==> src/rtl/opsum_requant_packer.sv <==
// Requantises signed opsums (bias, rounding shift, ReLU, int8 saturation), re-encodes them
// to offset-128 bytes and packs four bytes per word with valid/ready on both sides.
module opsum_requant_packer #(
    parameter int DATA_BITS  = 32,
    parameter int SHIFT_BITS = 5
) (
    input  logic                  clk,
    input  logic                  rst_n,
    input  logic                  cfg_load,
    input  logic [31:0]           cfg_bias,
    input  logic [SHIFT_BITS-1:0] cfg_shift,
    input  logic                  cfg_relu,
    input  logic [DATA_BITS-1:0]  opsum,
    input  logic                  opsum_valid,
    input  logic                  opsum_last,
    output logic                  opsum_ready,
    output logic [DATA_BITS-1:0]  ofmap_data,
    output logic                  ofmap_valid,
    output logic                  ofmap_last,
    input  logic                  ofmap_ready,
    output logic                  busy
);
    localparam int BW = DATA_BITS + 2;
    localparam logic [BW-1:0]         ONE_B      = {{(BW-1){1'b0}}, 1'b1};
    localparam logic [SHIFT_BITS-1:0] SHIFT_ONE  = {{(SHIFT_BITS-1){1'b0}}, 1'b1};
    localparam logic signed [BW-1:0]  SAT_HI     = {{(BW-8){1'b0}}, 8'h7F};
    localparam logic signed [BW-1:0]  SAT_LO     = {{(BW-8){1'b1}}, 8'h80};

    logic [31:0]           cfg_bias_q,  cfg_bias_d;
    logic [SHIFT_BITS-1:0] cfg_shift_q, cfg_shift_d;
    logic                  cfg_relu_q,  cfg_relu_d;
    logic                  s1_valid_q,  s1_valid_d;
    logic [BW-1:0]         s1_b_q,      s1_b_d;
    logic                  s1_last_q,   s1_last_d;
    logic                  s2_valid_q,  s2_valid_d;
    logic [7:0]            s2_byte_q,   s2_byte_d;
    logic                  s2_last_q,   s2_last_d;
    logic [1:0]            pcnt_q,      pcnt_d;
    logic [23:0]           pack_q,      pack_d;
    logic                  ofmap_valid_q, ofmap_valid_d;
    logic [DATA_BITS-1:0]  ofmap_data_q,  ofmap_data_d;
    logic                  ofmap_last_q,  ofmap_last_d;
    logic                  busy_q,        busy_d;

    logic                  completing_s, s1_adv_s, s2_adv_s, in_xfer_s, ofmap_xfer_s;
    logic [BW-1:0]         round_s, b_s;
    logic signed [BW-1:0]  y_s, lo_s, yc_s;
    logic [7:0]            byte_s;
    logic [31:0]           lanes_s, word_s;

    // Handshake chain: a completing byte needs the output register free or draining.
    always_comb begin
        ofmap_xfer_s = ofmap_valid_q & ofmap_ready;
        completing_s = (pcnt_q == 2'd3) | s2_last_q;
        s2_adv_s     = s2_valid_q & (~completing_s | ~ofmap_valid_q | ofmap_ready);
        s1_adv_s     = s1_valid_q & (~s2_valid_q | s2_adv_s);
        opsum_ready  = ~s1_valid_q | s1_adv_s;
        in_xfer_s    = opsum_valid & opsum_ready;
    end

    // Arithmetic: rounding bias, shift, clamp, offset-128 encode, word assembly.
    always_comb begin
        if (cfg_shift_q != {SHIFT_BITS{1'b0}}) begin
            round_s = ONE_B << (cfg_shift_q - SHIFT_ONE);
        end else begin
            round_s = {BW{1'b0}};
        end
        b_s  = {{2{opsum[DATA_BITS-1]}}, opsum}
             + {{(BW-32){cfg_bias_q[31]}}, cfg_bias_q} + round_s;
        y_s  = $signed(s1_b_q) >>> cfg_shift_q;
        lo_s = cfg_relu_q ? {BW{1'b0}} : SAT_LO;
        if (y_s > SAT_HI) begin
            yc_s = SAT_HI;
        end else if (y_s < lo_s) begin
            yc_s = lo_s;
        end else begin
            yc_s = y_s;
        end
        byte_s  = yc_s[7:0] ^ 8'h80;
        lanes_s = {8'h80, pack_q};
        word_s  = 32'h0000_0000;
        for (int k = 0; k < 4; k++) begin
            if (k < int'(pcnt_q)) begin
                word_s[8*k +: 8] = lanes_s[8*k +: 8];
            end else if (k == int'(pcnt_q)) begin
                word_s[8*k +: 8] = s2_byte_q;
            end else begin
                word_s[8*k +: 8] = 8'h80;
            end
        end
    end

    // Next-state for config, pipeline stages, packer and output register.
    always_comb begin
        cfg_bias_d  = cfg_bias_q;
        cfg_shift_d = cfg_shift_q;
        cfg_relu_d  = cfg_relu_q;
        if (cfg_load && !busy_q) begin
            cfg_bias_d  = cfg_bias;
            cfg_shift_d = cfg_shift;
            cfg_relu_d  = cfg_relu;
        end else begin
            cfg_bias_d  = cfg_bias_q;
        end

        s1_valid_d = s1_valid_q;
        s1_b_d     = s1_b_q;
        s1_last_d  = s1_last_q;
        if (in_xfer_s) begin
            s1_valid_d = 1'b1;
            s1_b_d     = b_s;
            s1_last_d  = opsum_last;
        end else if (s1_adv_s) begin
            s1_valid_d = 1'b0;
        end else begin
            s1_valid_d = s1_valid_q;
        end

        s2_valid_d = s2_valid_q;
        s2_byte_d  = s2_byte_q;
        s2_last_d  = s2_last_q;
        if (s1_adv_s) begin
            s2_valid_d = 1'b1;
            s2_byte_d  = byte_s;
            s2_last_d  = s1_last_q;
        end else if (s2_adv_s) begin
            s2_valid_d = 1'b0;
        end else begin
            s2_valid_d = s2_valid_q;
        end

        pcnt_d        = pcnt_q;
        pack_d        = pack_q;
        ofmap_valid_d = ofmap_valid_q;
        ofmap_data_d  = ofmap_data_q;
        ofmap_last_d  = ofmap_last_q;
        if (s2_adv_s && completing_s) begin
            pcnt_d        = 2'd0;
            pack_d        = 24'h00_0000;
            ofmap_valid_d = 1'b1;
            ofmap_data_d  = word_s;
            ofmap_last_d  = s2_last_q;
        end else begin
            if (s2_adv_s) begin
                for (int k = 0; k < 3; k++) begin
                    if (k == int'(pcnt_q)) begin
                        pack_d[8*k +: 8] = s2_byte_q;
                    end else begin
                        pack_d[8*k +: 8] = pack_q[8*k +: 8];
                    end
                end
                pcnt_d = pcnt_q + 2'd1;
            end else begin
                pcnt_d = pcnt_q;
            end
            if (ofmap_xfer_s) begin
                ofmap_valid_d = 1'b0;
            end else begin
                ofmap_valid_d = ofmap_valid_q;
            end
        end

        busy_d = s1_valid_d | s2_valid_d | (pcnt_d != 2'd0) | ofmap_valid_d;
    end

    // State registers; reset discards any partial pack and restores zero config.
    always_ff @(posedge clk or negedge rst_n) begin
        if (!rst_n) begin
            cfg_bias_q    <= 32'h0000_0000;
            cfg_shift_q   <= {SHIFT_BITS{1'b0}};
            cfg_relu_q    <= 1'b0;
            s1_valid_q    <= 1'b0;
            s1_b_q        <= {BW{1'b0}};
            s1_last_q     <= 1'b0;
            s2_valid_q    <= 1'b0;
            s2_byte_q     <= 8'h00;
            s2_last_q     <= 1'b0;
            pcnt_q        <= 2'd0;
            pack_q        <= 24'h00_0000;
            ofmap_valid_q <= 1'b0;
            ofmap_data_q  <= {DATA_BITS{1'b0}};
            ofmap_last_q  <= 1'b0;
            busy_q        <= 1'b0;
        end else begin
            cfg_bias_q    <= cfg_bias_d;
            cfg_shift_q   <= cfg_shift_d;
            cfg_relu_q    <= cfg_relu_d;
            s1_valid_q    <= s1_valid_d;
            s1_b_q        <= s1_b_d;
            s1_last_q     <= s1_last_d;
            s2_valid_q    <= s2_valid_d;
            s2_byte_q     <= s2_byte_d;
            s2_last_q     <= s2_last_d;
            pcnt_q        <= pcnt_d;
            pack_q        <= pack_d;
            ofmap_valid_q <= ofmap_valid_d;
            ofmap_data_q  <= ofmap_data_d;
            ofmap_last_q  <= ofmap_last_d;
            busy_q        <= busy_d;
        end
    end

    assign ofmap_valid = ofmap_valid_q;
    assign ofmap_data  = ofmap_data_q;
    assign ofmap_last  = ofmap_last_q;
    assign busy        = busy_q;
endmodule
==> config.mk <==
export PLATFORM = sky130hd
export DESIGN_NAME = opsum_requant_packer
export DESIGN_NICKNAME = d
export VERILOG_FILES = /design/src/rtl/opsum_requant_packer.sv
export SDC_FILE = /design/constraint.sdc
export NUM_CORES = 1
export LEC_CHECK = 0
export ABC_AREA = 1
export CAP_MARGIN = 20
export CORE_MARGIN = 3
export CORE_UTILIZATION = 40
export CTS_CLUSTER_SIZE = 10
export DETAILED_ROUTE_END_ITERATION = 10
export PLACE_DENSITY = 0.63
export REMOVE_ABC_BUFFERS = 1
export SLEW_MARGIN = 20
export SYNTH_ARGS = -nofsm -noshare
export SYNTH_HDL_FRONTEND = slang
export SYNTH_SLANG_ARGS = --single-unit
==> constraint.sdc <==
create_clock -name clk -period 5.5 [get_ports clk]
set_input_delay 0.825 -clock clk [delete_from_list [all_inputs] [get_ports clk]]
set_output_delay 0.825 -clock clk [all_outputs]
set_load 0.005 [all_outputs]
Fig. 1: run 1, a small window of the routed layout
Region (69, 33) to (109, 73) um. Cells in grey, sequential cells in the stronger grey; small squares are vias.
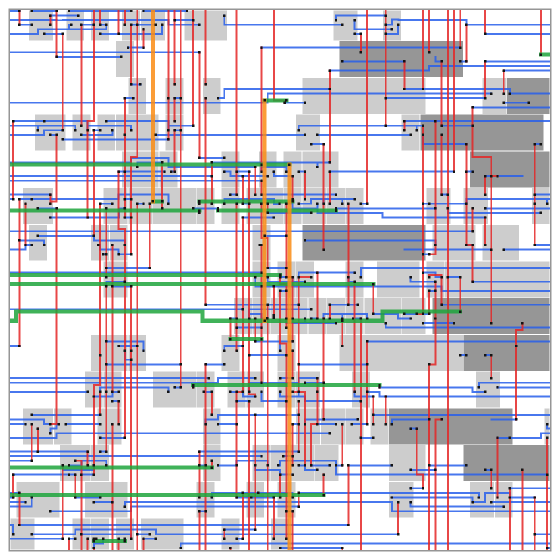
colour	layer
orange	M4
red	M2
blue	M1
green	M3
most frequent	nand2_1 (33), nor2_1 (20), inv_1 (13)
cells with their middle in the window	119
netlist names of flops here include	s1_b_q (8)
sequential cells in the window	8

Fig. 2: run 1, cell placement
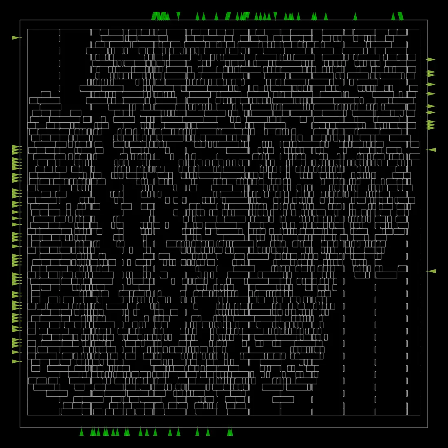
Tapcells: 384
core box area: 0.02894 sq mm

Fig. 3: run 1, routed metal, one colour a layer
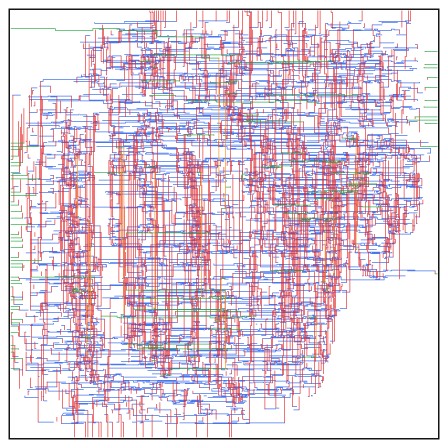
colour	layer	wire length
red	M2	15500 um
orange	M4	606 um
green	M3	1340 um
blue	M1	16600 um
via count: 11376
WL final: 33.99 mm
Routed WL per cell: 15.63 um
GRT Total Usage: 21.83%

==> results.toml, run 1 <==
# yosys + openroad results
[yosys]
synthTopCellsByCount = "439 x nand2_1, 174 x nand3_1, 167 x o21ai_0, 151 x inv_1, 145 x dfrtp_1"
netlist_instances = 1693
ys_area_sq_mm = 0.01185
netlist_area_sq_mm = 0.01185
top_area_share_pct = 30.63
syn_avg_cell_area_sq_um = 6.997
synthArstFlopShare_pct = 100.0
top_area_cell = "dfrtp_1"
synth_cell_type_count = 50
ys_seq_share_pct = 30.63
ys_ff = 145
synth-edff-count = 0

[outcome]
outcome = "completed"

[hold_path]
min_from = "pack_q[1]"
min_to = "pack_q[1]"
hp-class = "flop to flop"
whs_path_depth = 2

[global_route]
grt_pass1_vias = 10940
grt.busiest_layer = "met2"
grt_first_pass_wirelength_mm = 55.79
grt_use_met1_pct = 30.95
grt_use_met3_pct = 2.597

[routing]
drt-met1-wl_mm = 16.55
drc_errors = 0
drtPass1Iterations = 5
ant_nets = 0

[finish]
area.growth.synth_to_final_pct = 17.43
fin_area_sq_mm = 0.01391
final_util_pct = 48.08
fin_nets = 1949
final_cell_mix = "438 x nand2_1, 174 x nand3_1, 167 x o21ai_0"
antennaDiodeCount = 0
logic_area_sq_mm = 0.007371

[final_timing]
rsz0062_at_grt = "no"
finalHoldViolations = 0
slew_headroom_pct = 28.85
finalSetupTns_ns = 0
max_freq_mhz = 207.5
timing.hold.ws_ns = 0.4838
setup-violations-final = 0

[cts]
cts_tree = "built"
cts.htree.levels = 4
root_buffer = "clkbuf_16"
cts_resized = 0
cts_buffers = 17
hold_buffers = 0
clock_sinks = 145
ctsLongestPathBuffers = 2

[setup_path]
cp_slowest_stage_delay_ns = 0.46
crit_path_frequent_cell = "nand2_1"
critPathKind = "primary input to flop"
rr_worst_depth = 20
cpLargestDelayFamily = "simple AND/OR/NAND/NOR gates"
slowest_stage = "clkdlybuf4s50_1"
critPathCaptureType = "flop"
crit_buf_inv = 4

[placement]
dp_hpwl_mm = 26.98
io_buffers = 111
placed_cells = 2142

[flow_run]
warnings = 30

[floorplan]
die_w_um = 178.1
die-height_um = 178.1
row_count = 62
io_pins = 112
die_area_sq_mm = 0.03172

[power_and_ir_drop]
finalPower_uw = 9659
==> run 1: kinds of logic (layout without fill, tap and decap cells) <==
family	Yosys count	in the layout	synth area share, %
buf+inv	217	314	7.266
fa+ha+maj	96	96	10.27
mux	32	32	3.031
xor+xnor	43	43	3.179
flops	145	145	30.63
other cells	1	1	0.03166
simple gates	793	793	28.33
compound gates	366	366	17.27
==> run 1: cell type report <==
type / instances / area share, %
Multi-Input combinational cell: 1331 / 52.99
Sequential cell: 145 / 26.08
Timing Repair Buffer: 128 / 8.914
Inverter: 154 / 4.155
Tap cell: 384 / 3.454
Clock buffer: 17 / 3.058
Clock inverter: 15 / 1.349
==> run 1: power by group <==
part           internal, uW  leakage (uW)  switching [uW]  total [uW]
Combinational          2400       0.00491            4090        6490
Sequential             1570       0.00173             377        1950
Clock                   693      0.000304             527        1220
==> run 1: state kept, by name, indices dropped and copies added (netlist names) <==
signal	flops
s1_b_q	34
cfg_bias_q	32
ofmap_valid	1
busy	1
pcnt_q	2
s2_last_q	1
cfg_relu_q	1
pack_q	24
s1_valid_q	1
s2_valid_q	1
cfg_shift_q	5
ofmap_last	1
ofmap_data	32
s2_byte_q	8
s1_last_q	1
==> run 1: worst min-delay path, stage by stage (launching register included) <==
cell	delay (ns)
dfrtp_1	0.35
nand2_1	0.05
o21ai_0	0.05
==> run 1: worst max-delay path by stage <==
stage	startpoint	cells after the start	slack [ns]	end
after floorplan	cfg_shift_q[3]	24	1.12	s1_b_q[26]
after global placement	opsum[2]	21	0.31	s1_b_q[24]
after detailed placement	opsum[2]	21	0.23	s1_b_q[24]
after CTS	opsum[2]	21	0.68	s1_b_q[24]
after global routing	opsum[2]	21	0.25	s1_b_q[24]
final	opsum[0]	26	0.68	s1_b_q[31]
Fig. 4: run 1, signal wires on met3
Scale bar: 50 um.
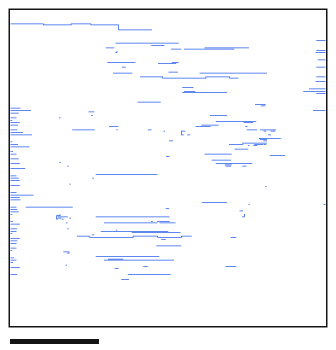

==> run 2, diff against run 1 <==
CTS_BUF_LIST = sky130_fd_sc_hd__clkbuf_4 sky130_fd_sc_hd__clkbuf_8   (was unset)
Fig. 5: run 2, signal wires on met3
Scale bar: 50 um.
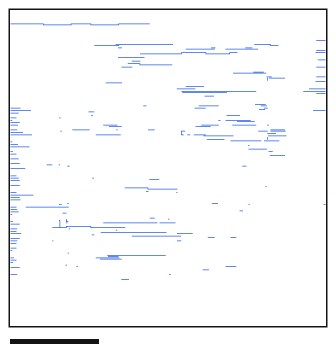
main direction	horizontal
longest straight run	41.9 um
WL final: 33.81 mm
GR Layer Usage met3: 2.852%
via count: 11401

==> run 2 against run 1 <==
Compared with the run above: global-route usage about the same; maximum frequency up 0.30%; clock-buffer cell count unchanged; wire length down 0.52%; sequential power about the same; hold slack worse by 0.042 ns; die area unchanged; area after synthesis unchanged; final cell count unchanged; via count up 0.22%; critical path type unchanged; largest power group unchanged; highest routed layer unchanged.
==> results.toml, run 2 <==
# yosys + openroad results
[outcome]
outcome = "completed"

[yosys]
ys_area_sq_mm = 0.01185
top_area_share_pct = 30.63
ys_ff = 145
netlist_area_sq_mm = 0.01185
ff_type = "dfrtp_1"
top_area_cell = "dfrtp_1"
synthTopCellsByCount = "439 x nand2_1, 174 x nand3_1, 167 x o21ai_0, 151 x inv_1, 145 x dfrtp_1"
synth-edff-count = 0
netlist_instances = 1693
ys_seq_share_pct = 30.63
syn_avg_cell_area_sq_um = 6.997

[cts]
cts_resized = 0
cts.htree.levels = 4
hold_buffers = 0
ctsLongestPathBuffers = 2
clock_sinks = 145
root_buffer = "clkbuf_8"
cts_tree = "built"

[floorplan]
die_w_um = 178.1
die-height_um = 178.1
core_sq_mm = 0.02894
io_pins = 112
die_area_sq_mm = 0.03172
row_count = 62

[setup_path]
crit_path_frequent_cell = "nand2_1"
rr_worst_depth = 20
critical_path_depth = 26
critPathCaptureType = "flop"
cpLargestDelayFamily = "simple AND/OR/NAND/NOR gates"
slowest_stage = "clkdlybuf4s50_1"
cp_slowest_stage_delay_ns = 0.46

[power_and_ir_drop]
finalPower_uw = 9346

[hold_path]
hp-class = "primary input to async pin"

[routing]
drtPass1Iterations = 5
wire_per_inst_um = 15.55
drc_errors = 0
vias_per_cell = 5.244
ant_nets = 0

[finish]
largest_reg_flops = 34
final_cell_mix = "438 x nand2_1, 174 x nand3_1, 167 x o21ai_0"
antennaDiodeCount = 0
area.growth.synth_to_final_pct = 15.81
drive_gt1_share_pct = 6.369
top_register = "s1_b_q"
fin_nets = 1949
final_util_pct = 47.41

[placement]
dp_hpwl_mm = 26.98
io_buffers = 111

[final_timing]
timing.hold.ws_ns = 0.4423
slew_headroom_pct = 28.28
max_freq_mhz = 208.1
rsz0062_at_grt = "no"

[global_route]
grt_pass1_vias = 10965
grt_use_total_pct = 21.88
grt_first_pass_wirelength_mm = 55.65

[flow_run]
warnings = 30
Fig. 6: run 2, clock distribution
Scale bar: 50 um.
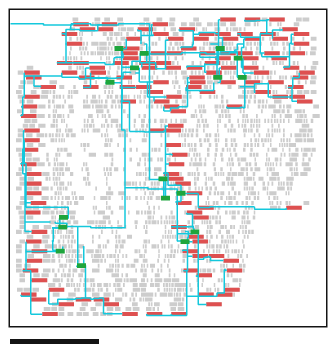
[cyan] clock wires | length: 2160 um
[green] clock-net drivers | count: 17
[red] flip-flops | count: 145
flops lie	all over the die
Clock Skew: 0.01525 ns
Clk power: 918 uW
clock share of power: 9.8%
Late-Pin Clk Latency: 0.48 ns

==> run 2: layer usage <==
| metal | GRT usage (%) | vias to the layer above | wire, um |
|---|---|---|---|
| met1 | 30.68 | 5223 | 16380 |
| met4 | 6.904 | 0 | 836 |
| met5 | 0 | - | 0 |
| met2 | 35.06 | 251 | 15310 |
| met3 | 2.852 | 50 | 1282 |
| li1 | - | 5877 | - |
==> run 2: worst max path at each step <==
| stage | start | to | slack [ns] |
|---|---|---|---|
| floorplan | cfg_shift_q[3] | s1_b_q[26] | 1.12 |
| global placement | opsum[2] | s1_b_q[24] | 0.31 |
| detailed placement | opsum[2] | s1_b_q[24] | 0.23 |
| CTS | opsum[2] | s1_b_q[24] | 0.75 |
| global route | opsum[2] | s1_b_q[24] | 0.33 |
| finish | opsum[0] | s1_b_q[31] | 0.70 |
==> run 2: cell type report <==
cell class	count	area, sq um
timing repair buffer	128	1240
clock inverter	15	187.7
inverter	154	578.1
fill	3010	15220
tap	384	480.5
sequential	145	3628
clock buffer	17	234.0
multi-input combinational	1331	7371
==> run 2: logic make-up after synthesis <==
family	count (synthesis)	synth area share [%]
buf+inv	217	7.266
fa+ha+maj	96	10.27
simple gates	793	28.33
mux	32	3.031
other cells	1	0.03166
flops	145	30.63
compound gates	366	17.27
xor+xnor	43	3.179
==> run 2: where the power goes <==
part	switching [uW]	total [uW]	internal (uW)
Sequential	376	1940	1570
Combinational	4080	6490	2400
Clock	492	918	426
==> run 2: metrics by stage <==
| stage | cell area (sq um) | cells |
|---|---|---|
| 5_1_grt | 13720 | 2174 |
| 6_report | 13720 | 2174 |
| 4_1_cts | 13710 | 2174 |
| 3_5_place_dp | 13290 | 2142 |
| 2_1_floorplan | 11560 | 1630 |
| 3_3_place_gp | 13290 | 2142 |
No activity file was given, so power comes from the tool's default toggle rates.
